Track usage over the die:
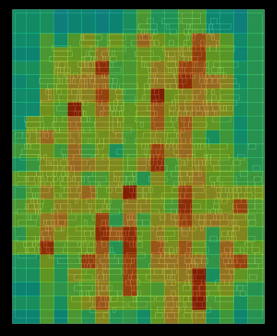
Gate families picked out:
The bar under the picture is 50 um long.
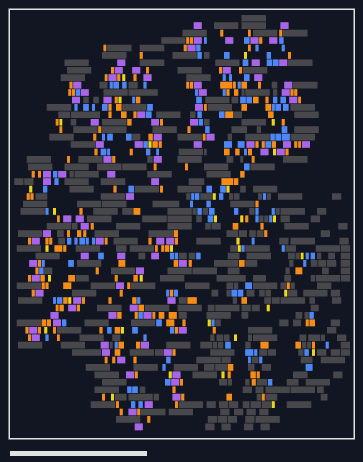
Routed clock nets over the placement:
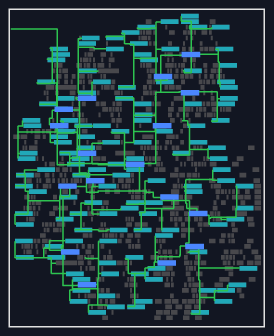
Sizing map:
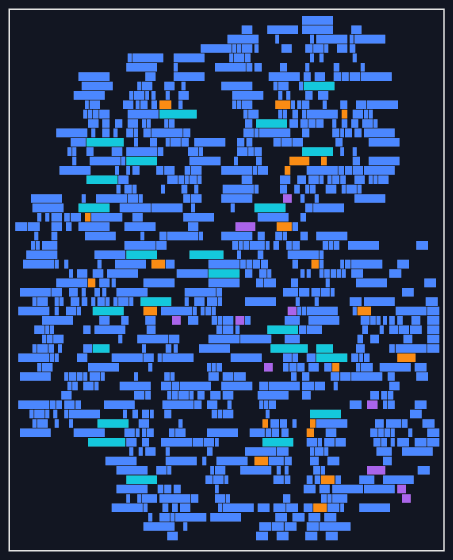
===== src/rtl/watch_pkg.sv =====
`default_nettype none
// ============================================================================
// Package     : watch_pkg
// Description : Shared types, BCD limits and BCD increment/validity helpers
//               for the watch time-setting controller.
// Revision    : 1.0 - initial release
// ============================================================================
package watch_pkg;

  // Setter controller states; COMMIT lasts exactly one cycle.
  typedef enum logic [1:0] {
    S_IDLE      = 2'd0,
    S_EDIT_HOUR = 2'd1,
    S_EDIT_MIN  = 2'd2,
    S_COMMIT    = 2'd3
  } setter_state_t;

  localparam logic [3:0] HOUR_TENS_MAX       = 4'd2;
  localparam logic [3:0] HOUR_UNITS_MAX_AT_2 = 4'd3;
  localparam logic [3:0] MIN_TENS_MAX        = 4'd5;
  localparam logic [3:0] DIGIT_MAX           = 4'd9;

  // True when tens:units is a BCD hour in 00..23.
  function automatic logic bcd_hour_valid(input logic [3:0] tens, input logic [3:0] units);
    logic ok;
    ok = (tens <= DIGIT_MAX) && (units <= DIGIT_MAX) &&
         ((tens < HOUR_TENS_MAX) ||
          ((tens == HOUR_TENS_MAX) && (units <= HOUR_UNITS_MAX_AT_2)));
    return ok;
  endfunction

  // True when tens:units is a BCD minute in 00..59.
  function automatic logic bcd_min_valid(input logic [3:0] tens, input logic [3:0] units);
    return (tens <= MIN_TENS_MAX) && (units <= DIGIT_MAX);
  endfunction

  // Hours step 09->10, 19->20, 23->00; input is {tens, units}.
  function automatic logic [7:0] bcd_hour_inc(input logic [7:0] hh);
    logic [7:0] r;
    if ((hh[7:4] == HOUR_TENS_MAX) && (hh[3:0] == HOUR_UNITS_MAX_AT_2)) begin
      r = 8'h00;
    end else if (hh[3:0] == DIGIT_MAX) begin
      r = {hh[7:4] + 4'd1, 4'd0};
    end else begin
      r = {hh[7:4], hh[3:0] + 4'd1};
    end
    return r;
  endfunction

  // Minutes step with units carry into tens, 59->00; input is {tens, units}.
  function automatic logic [7:0] bcd_min_inc(input logic [7:0] mm);
    logic [7:0] r;
    if (mm[3:0] == DIGIT_MAX) begin
      r = (mm[7:4] == MIN_TENS_MAX) ? 8'h00 : {mm[7:4] + 4'd1, 4'd0};
    end else begin
      r = {mm[7:4], mm[3:0] + 4'd1};
    end
    return r;
  endfunction

endpackage
`default_nettype wire


===== src/rtl/btn_debounce.sv =====
`default_nettype none
// ============================================================================
// Module      : btn_debounce
// Description : 2-FF synchronizer, stable-count debouncer and one-cycle
//               press pulse on each debounced 0->1.
// Ports       : clk, rstn (async active-low)
//               btn_i   raw asynchronous button
//               level_o debounced level
//               press_o one-cycle pulse, coincident with level_o rising
// Revision    : 1.0 - initial release
// ============================================================================
module btn_debounce #(
  parameter int unsigned DEB_CYCLES = 2_000_000
) (
  input  logic clk,
  input  logic rstn,
  input  logic btn_i,
  output logic level_o,
  output logic press_o
);

  localparam int unsigned CW = $clog2(DEB_CYCLES + 1);

  logic          sync1_q;
  logic          sync2_q;
  logic          level_q;
  logic          press_q;
  logic [CW-1:0] cnt_q;

  always_ff @(posedge clk or negedge rstn) begin
    if (!rstn) begin
      sync1_q <= 1'b0;
      sync2_q <= 1'b0;
      level_q <= 1'b0;
      press_q <= 1'b0;
      cnt_q   <= '0;
    end else begin
      sync1_q <= btn_i;
      sync2_q <= sync1_q;
      press_q <= 1'b0;
      // Any cycle where the synced value agrees with the level restarts the count.
      if (sync2_q == level_q) begin
        cnt_q <= '0;
      end else if (cnt_q == CW'(DEB_CYCLES - 1)) begin
        cnt_q   <= '0;
        level_q <= sync2_q;
        press_q <= sync2_q;
      end else begin
        cnt_q <= cnt_q + 1'b1;
      end
    end
  end

  assign level_o = level_q;
  assign press_o = press_q;

endmodule
`default_nettype wire


===== src/rtl/watch_time_setter.sv =====
`default_nettype none
// ============================================================================
// Module      : watch_time_setter
// Description : Button-driven hour/minute editor producing the watch's BCD
//               init digits and a one-cycle load strobe.
// Ports       : clk, rstn (async active-low)
//               btn_mode, btn_inc      raw buttons
//               *_now                  current watch time (BCD digits)
//               *_init                 edited time (BCD digits, registered)
//               load                   one-cycle commit strobe
//               editing, edit_sel      edit status (0 idle, 1 hours, 2 minutes)
// Revision    : 1.0 - initial release
// ============================================================================
module watch_time_setter
  import watch_pkg::*;
#(
  parameter int unsigned DEB_CYCLES     = 2_000_000,
  parameter int unsigned REPEAT_CYCLES  = 25_000_000,
  parameter int unsigned TIMEOUT_CYCLES = 1_000_000_000
) (
  input  logic       clk,
  input  logic       rstn,
  input  logic       btn_mode,
  input  logic       btn_inc,
  input  logic [3:0] hourdec_now,
  input  logic [3:0] hourone_now,
  input  logic [3:0] mindec_now,
  input  logic [3:0] minone_now,
  output logic [3:0] hourdec_init,
  output logic [3:0] hourone_init,
  output logic [3:0] mindec_init,
  output logic [3:0] minone_init,
  output logic       load,
  output logic       editing,
  output logic [1:0] edit_sel
);

  localparam int unsigned RW = $clog2(REPEAT_CYCLES + 1);
  localparam int unsigned TW = $clog2(TIMEOUT_CYCLES + 1);

  logic mode_press;
  logic mode_level_unused;
  logic inc_press;
  logic inc_level;

  btn_debounce #(.DEB_CYCLES(DEB_CYCLES)) u_mode_deb (
    .clk     (clk),
    .rstn    (rstn),
    .btn_i   (btn_mode),
    .level_o (mode_level_unused),
    .press_o (mode_press)
  );

  btn_debounce #(.DEB_CYCLES(DEB_CYCLES)) u_inc_deb (
    .clk     (clk),
    .rstn    (rstn),
    .btn_i   (btn_inc),
    .level_o (inc_level),
    .press_o (inc_press)
  );

  setter_state_t state_q;
  logic [3:0]    hd_q, ho_q, md_q, mo_q;
  logic          load_q;
  logic          editing_q;
  logic [1:0]    edit_sel_q;
  logic [RW-1:0] rep_q, rep_d;
  logic [TW-1:0] to_q;

  logic       in_edit;
  logic       rep_hit;
  logic       inc_evt;
  logic [7:0] hour_inc_d;
  logic [7:0] min_inc_d;

  always_comb begin
    in_edit    = (state_q == S_EDIT_HOUR) || (state_q == S_EDIT_MIN);
    rep_hit    = in_edit && inc_level && (rep_q == RW'(REPEAT_CYCLES - 1));
    // MODE has priority: an INC landing in the same cycle is dropped.
    inc_evt    = in_edit && !mode_press && (inc_press || rep_hit);
    // Repeat phase is anchored on the press and on each repeat.
    rep_d      = (!in_edit || !inc_level || inc_press || rep_hit) ? '0 : rep_q + 1'b1;
    hour_inc_d = bcd_hour_inc({hd_q, ho_q});
    min_inc_d  = bcd_min_inc({md_q, mo_q});
  end

  always_ff @(posedge clk or negedge rstn) begin
    if (!rstn) begin
      state_q    <= S_IDLE;
      hd_q       <= '0;
      ho_q       <= '0;
      md_q       <= '0;
      mo_q       <= '0;
      load_q     <= 1'b0;
      editing_q  <= 1'b0;
      edit_sel_q <= 2'd0;
      rep_q      <= '0;
      to_q       <= '0;
    end else begin
      rep_q  <= rep_d;
      load_q <= 1'b0;
      case (state_q)
        S_IDLE: begin
          if (mode_press) begin
            state_q    <= S_EDIT_HOUR;
            editing_q  <= 1'b1;
            edit_sel_q <= 2'd1;
            to_q       <= '0;
            // Out-of-range or non-BCD fields start the edit from 00.
            if (bcd_hour_valid(hourdec_now, hourone_now)) begin
              hd_q <= hourdec_now;
              ho_q <= hourone_now;
            end else begin
              hd_q <= '0;
              ho_q <= '0;
            end
            if (bcd_min_valid(mindec_now, minone_now)) begin
              md_q <= mindec_now;
              mo_q <= minone_now;
            end else begin
              md_q <= '0;
              mo_q <= '0;
            end
          end
        end
        S_EDIT_HOUR, S_EDIT_MIN: begin
          if (mode_press) begin
            to_q <= '0;
            if (state_q == S_EDIT_HOUR) begin
              state_q    <= S_EDIT_MIN;
              edit_sel_q <= 2'd2;
            end else begin
              state_q    <= S_COMMIT;
              load_q     <= 1'b1;
              editing_q  <= 1'b0;
              edit_sel_q <= 2'd0;
            end
          end else if (inc_evt) begin
            to_q <= '0;
            if (state_q == S_EDIT_HOUR) begin
              {hd_q, ho_q} <= hour_inc_d;
            end else begin
              {md_q, mo_q} <= min_inc_d;
            end
          end else if (to_q == TW'(TIMEOUT_CYCLES - 1)) begin
            // Abandon without load; edited digits stay on *_init.
            state_q    <= S_IDLE;
            editing_q  <= 1'b0;
            edit_sel_q <= 2'd0;
            to_q       <= '0;
          end else begin
            to_q <= to_q + 1'b1;
          end
        end
        S_COMMIT: begin
          state_q <= S_IDLE;
        end
        default: begin
          state_q    <= S_IDLE;
          editing_q  <= 1'b0;
          edit_sel_q <= 2'd0;
        end
      endcase
    end
  end

  assign hourdec_init = hd_q;
  assign hourone_init = ho_q;
  assign mindec_init  = md_q;
  assign minone_init  = mo_q;
  assign load         = load_q;
  assign editing      = editing_q;
  assign edit_sel     = edit_sel_q;

endmodule
`default_nettype wire

===== config.mk =====
export PLATFORM = sky130hd
export DESIGN_NAME = watch_time_setter
export DESIGN_NICKNAME = d
export VERILOG_FILES = /design/src/rtl/watch_pkg.sv /design/src/rtl/btn_debounce.sv /design/src/rtl/watch_time_setter.sv
export SDC_FILE = /design/constraint.sdc
export NUM_CORES = 1
export LEC_CHECK = 0
export CAP_MARGIN = 40
export CORE_ASPECT_RATIO = 1.25
export CORE_UTILIZATION = 35
export DETAILED_ROUTE_END_ITERATION = 16
export PLACE_DENSITY_LB_ADDON = 0.12
export SLEW_MARGIN = 20
export SYNTH_ARGS = -nofsm -noshare
export SYNTH_HDL_FRONTEND = slang
export SYNTH_SLANG_ARGS = --single-unit

===== constraint.sdc =====
create_clock -name clk -period 4.6 [get_ports clk]
set_clock_uncertainty 0.1 [all_clocks]
set_input_delay 0.92 -clock clk [delete_from_list [all_inputs] [get_ports clk]]
set_output_delay 0.92 -clock clk [all_outputs]
set_load 0.01 [all_outputs]

==> run_results.csv <==
group,metric,value,unit
floorplanning,fp_util,35.7,%
routing,first_pass_iters,4,
pwr,leakage,3.24,nW
floorplanning,io_pins,40,
logic_synthesis,syn-instance-count,711,
worst_setup_path,r2r_end,"to_q[9]",
floorplanning,rows,56,
clocking,clock_sinks,127,
clocking,post_cts_resized,0,
cells_and_area,nets,795,
timing,max_slew.worst_pin.slew,0.808,ns
worst_setup_path,cp-end-kind,"register",
worst_setup_path,rrSetupSlack,1.74,ns
cells_and_area,final_layout_size_suffix_gt1_share,7.12,%
global_route,grt_pass1_wl,25700,um
pwr,power,2.60,mW
timing,max_freq,350,MHz
timing,drv_slew,0,
floorplanning,core_area,18800,um^2
global_route,grt-ovfl-total,0,
clocking,numCtsBuffers,17,
timing,rsz0062_at_grt,"false",
worst_hold_path,min_path_type,"reg2reg",
clocking,clock-root-buffer,"clkbuf_16",
worst_setup_path,r2r_cells,9,
logic_synthesis,async_reset_ff_share,100,%
floorplanning,die-area,19700,um^2
clocking,clk_path_buf_depth,2,
placed_design,port-buffer-count,39,
clocking,post_cts_buffers,0,
placed_design,placedCellCount,972,
logic_synthesis,yosysWarnings,0,
timing,tns,0,ns
floorplanning,die_w,126,um
run,warning_count,32,
routing,viasPerCell,5.28,
placed_design,dp_hpwl,10100,um
routing,drt_iter0_drc,279,
worst_setup_path,cp-startpoint,"state_q[0]",
global_route,antenna_found_initial,0,
logic_synthesis,ys_cells,711,
timing,timing.final.crit_share,62.1,%
timing,slew_headroom,45.6,%
logic_synthesis,ys_area,6700,um^2
clocking,cts_tree,"yes",
placed_design,place_area,7370,um^2
logic_synthesis,synth.distinct_cells,55,
worst_setup_path,rr_startpoint,"state_q[0]",
pwr,irDropWorstVdd,0.000221,V
logic_synthesis,ys.flops,127,
logic_synthesis,fp_nets,745,
worst_setup_path,critical_path_class,"reg2reg",
floorplanning,die_y,157,um
timing,hold_violations,0,
placed_design,gp_congestion,0.794,
timing,setup_viol,0,
cells_and_area,antenna_cells,0,
logic_synthesis,synth_area,6700,um^2
timing,min_period,2.86,ns
outcome,status,"finished, final reports clean",
worst_setup_path,cp.required,4.76,ns
routing,avgRoutedWirePerCell,14.6,um
worst_setup_path,path_max_fanout,25,
routing,vias,5301,
worst_setup_path,arrival,3.02,ns
cells_and_area,layout.cells.most_common_list,"nor2_1, dfrtp_1, nand2_1",
routing,route.detailed.drc,0,
logic_synthesis,edf_count,0,
routing,drt_wl_total,14700,um
clocking,holdBufCountCts,0,
run,max_cap_violations,0,
global_route,grt_pass1_vias,5375,
global_route,grt_max_degree,65,
clocking,cts_max_level,4,
worst_setup_path,cp-endpoint,"to_q[9]",
logic_synthesis,syn_area_per_cell,9.42,um^2
logic_synthesis,flop_cell,"dfrtp_1",
logic_synthesis,synth_seq_share,47.4,%
routing,antenna_left,0,
pwr,cellPowerDensity,325,nW/um^2
worst_setup_path,startpoint_type,"register",
clocking,path_clk_slew,0.06,ns
global_route,grtUsageMet3,3.25,%
-- 'track usage over the die' (at the start) --
GR peak layer: met2
M2 GR Usage: 28.2%
post-layout util: 42.6%
met1 GRT Util: 19.5%
Total GRT Usage: 16.3%

-- 'gate families picked out' (at the start) --
Key: NOR gates = orange [cells 185, most used nor2_1, where widely spread]; NAND gates = blue [cells 133, most used nand2_1]; inverters = yellow [cells 33, most used inv_1]; XOR/XNOR gates = purple [cells 88, most used xnor2_1, where widely spread]
combinational share of cell area: 41.6%
non-filler instance count after layout: 1004

-- 'routed clock nets over the placement' (at the start) --
Key: clock drivers = blue [count 17]; clock wires = green [length 1820 um]; flip-flops = cyan [count 127]
Position of the flops: widely spread.
clk_lat worst skew: 0.42 ns
Clock group: 1.40 mW

-- 'sizing map' (at the start) --
Key: _6 and larger = cyan [cells 24, most used clkbuf_16]; _3 and _4 cells = purple [cells 10, most used buf_4]; _0 and _1 cells = blue [cells 717]; _2 cells = orange [cells 21, most used mux2_2]
worst setup margin: 1.74 ns
non-clock buffer count: 49
design area: 8000 um^2
Area Growth Syn to Fin: 19.4%

## Yosys cell counts (8+ instances only)
master | instances | share of area (%)
dfrtp_1 | 127 | 47
nor2_1 | 127 | 7.1
nand2_1 | 48 | 2.7
xnor2_1 | 47 | 6.1
xor2_1 | 41 | 5.4
nand3_1 | 38 | 2.8
nand4_1 | 35 | 3.3
inv_1 | 33 | 1.8
nor3_1 | 23 | 1.7
nor4_1 | 17 | 1.6
clkbuf_1 | 15 | 0.84
ha_1 | 14 | 2.6
o21ai_0 | 13 | 0.97
a21oi_1 | 12 | 0.90
and4_1 | 8 | 1.0
mux2i_1 | 8 | 1.2
## worst max-delay path, cell delays in order (launching register included)
cell and delay, ns:
dfrtp_1 0.40, inv_1 0.10, ha_1 0.29, buf_4 0.22
nor4bb_1 0.22, and4_1 0.30, a21oi_1 0.16, buf_4 0.22
a21oi_4 0.55, nor2_1 0.12
## routing by layer
metal	routed length, um	vias up
met1	6610	2600
met5	0	-
met3	509	21
li1	-	2579
met4	260	0
met2	7270	101
## worst min-delay path by stage
stage                                   from            endpoint  slack, ns  depth (start not counted)
after floorplan            u_inc_deb.sync1_q   u_inc_deb.sync2_q       0.23                          0
after global placement    u_mode_deb.sync1_q  u_mode_deb.sync2_q       0.24                          0
after detailed placement  u_mode_deb.sync1_q  u_mode_deb.sync2_q       0.24                          0
after CTS                 u_mode_deb.sync1_q  u_mode_deb.sync2_q       0.25                          0
after global routing                    rstn          state_q[0]       0.27                          1
final                     u_mode_deb.sync1_q  u_mode_deb.sync2_q       0.25                          0
## state kept, by name (all words and copies together), names as in the netlist, 2 cells and up
name	cells
edit_sel	2
hourdec_init	4
hourone_init	4
mindec_init	4
minone_init	4
rep_q	25
state_q	2
to_q	30
u_inc_deb.cnt_q	21
u_mode_deb.cnt_q	21
## layout make-up
cell class	count	area (um^2)
tap	232	290
timing repair buffer	49	475
multi-input combinational	533	3330
clock inverter	7	135
inverter	33	124
fill	1850	10800
clock buffer	23	468
sequential	127	3180
## cells by family after synthesis
group	count (synthesis)	synth area share, %
adders and majority gates	14	2.61
buffers and inverters	51	3.10
DFF	127	47.4
AOI/OAI and AO/OA	61	6.31
muxes	15	2.43
and+or+nand+nor	355	26.6
xor gates and xnor gates	88	11.5
## where the power goes
| group | internal (mW) | leakage [nW] | switching (mW) | total [mW] |
|---|---|---|---|---|
| Combinational | 0.0298 | 1.22 | 0.0431 | 0.0729 |
| Clock | 0.926 | 0.297 | 0.470 | 1.40 |
| Sequential | 1.13 | 1.72 | 0.00578 | 1.13 |
| Total | 2.08 | 3.24 | 0.518 | 2.60 |
## stage by stage
stage / hold slack, ns / worst slack [ns] / utilization, %
after floorplan: 0.231 / 2.12 / -
after global placement: 0.241 / 1.48 / 39.1
after detailed placement: 0.243 / 1.68 / 39.2
after CTS: 0.251 / 1.70 / 42.4
after global routing: 0.266 / 1.50 / 42.6
final: 0.248 / 1.74 / 42.6
No activity file was given, so power comes from the tool's default toggle rates.
